===== config.mk =====
export PLATFORM = sky130hd
export DESIGN_NAME = spi_slave_ctrl
export DESIGN_NICKNAME = d
export VERILOG_FILES = /design/src/rtl/spi_slave_ctrl.sv
export SDC_FILE = /design/constraint.sdc
export NUM_CORES = 1
export LEC_CHECK = 0
export CORE_UTILIZATION = 57
export DETAILED_ROUTE_END_ITERATION = 10
export GPL_ROUTABILITY_DRIVEN = 0
export HOLD_SLACK_MARGIN = 0.1
export MAX_ROUTING_LAYER = met4
export PLACE_DENSITY = 0.94
export SYNTH_ARGS = -nofsm -noshare
export SYNTH_HDL_FRONTEND = slang
export SYNTH_SLANG_ARGS = --single-unit

===== constraint.sdc =====
create_clock -name clk_SPI -period 5.6 [get_ports clk_SPI]
set_input_delay 1.12 -clock clk_SPI [delete_from_list [all_inputs] [get_ports clk_SPI]]
set_output_delay 1.12 -clock clk_SPI [all_outputs]
set_load 0.03 [all_outputs]

===== src/rtl/spi_slave_ctrl.sv =====
// SPI slave front-end controller.
// Collects a (DATA_WIDTH+2)-bit command frame from MOSI while SS_n is low,
// presents it to the RAM with a one-cycle rx_valid pulse, and for read-data
// commands waits for the RAM response and serialises it MSB first on MISO.
module spi_slave_ctrl #(
  parameter int DATA_WIDTH = 8
) (
  input  logic                  clk_SPI,
  input  logic                  rst_SPI,
  input  logic                  SS_n,
  input  logic                  MOSI,
  output logic                  MISO,
  output logic [DATA_WIDTH+1:0] rx_data,
  output logic                  rx_valid,
  input  logic [DATA_WIDTH-1:0] tx_data,
  input  logic                  tx_valid,
  output logic                  rd_addr_seen
);

  localparam int FRAME_W = DATA_WIDTH + 2;
  localparam int CNT_W   = $clog2(FRAME_W + 1);
  // Counter value when the final frame bit is on MOSI.
  localparam logic [CNT_W-1:0] LAST_RX = CNT_W'(FRAME_W - 1);
  // Counter value once every response bit has been presented on MISO.
  localparam logic [CNT_W-1:0] LAST_TX = CNT_W'(DATA_WIDTH);

  typedef enum logic [2:0] {
    IDLE,
    CHK_CMD,
    WRITE,
    READ_ADD,
    READ_DATA,
    WAIT_TX,
    TX,
    DONE
  } state_t;

  state_t                  state_q;
  logic [CNT_W-1:0]        cnt_q;
  logic [FRAME_W-2:0]      rx_shift_q;   // all frame bits except the last one
  logic [DATA_WIDTH-1:0]   tx_shift_q;   // remaining response bits, MSB next
  logic                    miso_q;
  logic [FRAME_W-1:0]      rx_data_q;
  logic                    rx_valid_q;
  logic                    rd_addr_seen_q;
  logic [CNT_W-1:0]        cnt_d;

  assign cnt_d        = cnt_q + CNT_W'(1);
  assign MISO         = miso_q;
  assign rx_data      = rx_data_q;
  assign rx_valid     = rx_valid_q;
  assign rd_addr_seen = rd_addr_seen_q;

  // Frame sequencer: SS_n high always wins and returns to IDLE without
  // touching rx_data or rd_addr_seen, so an aborted frame leaves no trace.
  always_ff @(posedge clk_SPI or posedge rst_SPI) begin
    if (rst_SPI) begin
      state_q        <= IDLE;
      cnt_q          <= '0;
      rx_shift_q     <= '0;
      tx_shift_q     <= '0;
      miso_q         <= 1'b0;
      rx_data_q      <= '0;
      rx_valid_q     <= 1'b0;
      rd_addr_seen_q <= 1'b0;
    end else begin
      rx_valid_q <= 1'b0;
      if (SS_n) begin
        state_q <= IDLE;
        cnt_q   <= '0;
        miso_q  <= 1'b0;
      end else begin
        case (state_q)
          IDLE: begin
            state_q <= CHK_CMD;
          end
          CHK_CMD: begin
            // First frame bit selects write vs. read; the read path then
            // depends on whether an address has already been supplied.
            rx_shift_q <= {{(FRAME_W - 2){1'b0}}, MOSI};
            cnt_q      <= CNT_W'(1);
            if (!MOSI) begin
              state_q <= WRITE;
            end else if (rd_addr_seen_q) begin
              state_q <= READ_DATA;
            end else begin
              state_q <= READ_ADD;
            end
          end
          WRITE, READ_ADD, READ_DATA: begin
            rx_shift_q <= {rx_shift_q[FRAME_W-3:0], MOSI};
            cnt_q      <= cnt_d;
            if (cnt_q == LAST_RX) begin
              rx_data_q  <= {rx_shift_q, MOSI};
              rx_valid_q <= 1'b1;
              if (state_q == READ_DATA) begin
                state_q <= WAIT_TX;
              end else begin
                state_q <= DONE;
              end
              if (state_q == READ_ADD) begin
                rd_addr_seen_q <= 1'b1;
              end
            end
          end
          WAIT_TX: begin
            // Drive the MSB straight away so it is on MISO the next cycle.
            if (tx_valid) begin
              miso_q     <= tx_data[DATA_WIDTH-1];
              tx_shift_q <= {tx_data[DATA_WIDTH-2:0], 1'b0};
              cnt_q      <= CNT_W'(1);
              state_q    <= TX;
            end
          end
          TX: begin
            if (cnt_q == LAST_TX) begin
              miso_q         <= 1'b0;
              rd_addr_seen_q <= 1'b0;
              state_q        <= DONE;
            end else begin
              miso_q     <= tx_shift_q[DATA_WIDTH-1];
              tx_shift_q <= {tx_shift_q[DATA_WIDTH-2:0], 1'b0};
              cnt_q      <= cnt_d;
            end
          end
          DONE: begin
            miso_q <= 1'b0;
          end
          default: begin
            state_q <= IDLE;
          end
        endcase
      end
    end
  end

endmodule


Cells colored by class:
Scale: 6 px per µm.
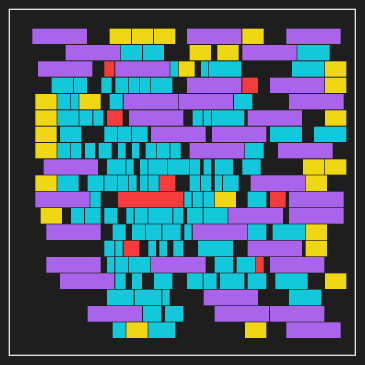
all other logic: in cyan, cells 108, share of their area 39%. other buffers and delay cells: in yellow, cells 26, share of their area 13%. clock drivers and dummy loads: in red, cells 8, share of their area 3.7%. flip-flops: in purple, cells 36, share of their area 44%.

Track usage over the die:
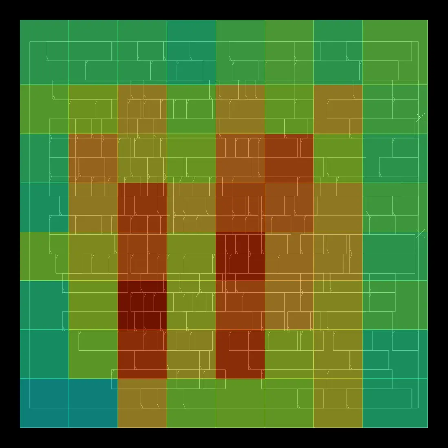
met2 Resource Use GR: 39.2%
Global Route Usage Sum: 24.1%

==> impl_metrics.json <==
{
  "power_per_cell_area_nw_per_um2": 250,
  "top_area_share_pct": 51.4,
  "dpl_cell_area_um2": 2000,
  "clockBufferDepth": 2,
  "cap_violations": 0,
  "cp_num_buf_inv": 1,
  "n_all_buffers": 26,
  "drt-vias-per-instance": 6.22,
  "hold_end": "tx_shift_q[1]",
  "critPathTopFamily": "simple AND/OR/NAND/NOR gates",
  "rows": 19,
  "rr_worst_depth": 4,
  "regArea_um2": 901,
  "post_cts_buffers": 0,
  "path_cells": "clkdlybuf4s50_1 > nor2b_1 > o211ai_1 > o21ai_0 > and3_1",
  "cp.arrival_ns": 3.07,
  "fin_tns_setup_ns": 0,
  "met2_length_um": 1680,
  "lay_top_cells": "36 x dfrtp_1, 25 x clkdlybuf4s50_1, 12 x a21oi_1, 9 x mux2_4, 9 x nand2_1",
  "cp-start-kind": "primary input",
  "clk_pin_slew_worst_paths_ns": 0.09,
  "power_uw": 518,
  "drc": 2,
  "fin_ws_ns": 2.80,
  "finalMaxSlewViolations": 0,
  "cts_made_buffers": 5,
  "fin_hold_ws_ns": 0.515,
  "violations": "DRC",
  "area_growth_pct": 18.4,
  "cts-root-buf": "clkbuf_4",
  "top_cell": "dfrtp_1",
  "cp_max_fo": 17,
  "outcome": "finished, violations left",
  "crit_path_top_delay_cell": "nor2b_1",
  "hold_viol_final": 0,
  "finClkSkew_ns": 0.00932,
  "die_area_um2": 3300,
  "worstSetupStartpoint": "SS_n",
  "nMultiInputCombCells": 101
}
-- power by group --
group	total (µW)	internal (µW)	switching [µW]
sequential	286	272	14.3
combinational	54.6	24.9	29.7
clock	177	93.6	83.6
total	518	390	128
-- sequential cells by signal (all words and copies together), names as in the netlist --
signal,cells
tx_shift_q,7
cnt_q,4
rx_shift_q,9
MISO,1
rx_data,10
state_q,3
rd_addr_seen,1
rx_valid,1
-- logic make-up (layout without fill, tap and decap cells) --
kind of cell | after synthesis | after routing | share of synthesized area [%]
AND-OR/OR-AND | 43 | 43 | 17.3
adder cells (fa/ha/maj) | 3 | 3 | 2.14
buffers and inverters | 15 | 41 | 4.36
flip-flops | 36 | 36 | 51.4
multiplexers | 17 | 17 | 12.4
AND/OR/NAND/NOR | 38 | 38 | 12.4
No activity file was given, so power comes from the tool's default toggle rates.
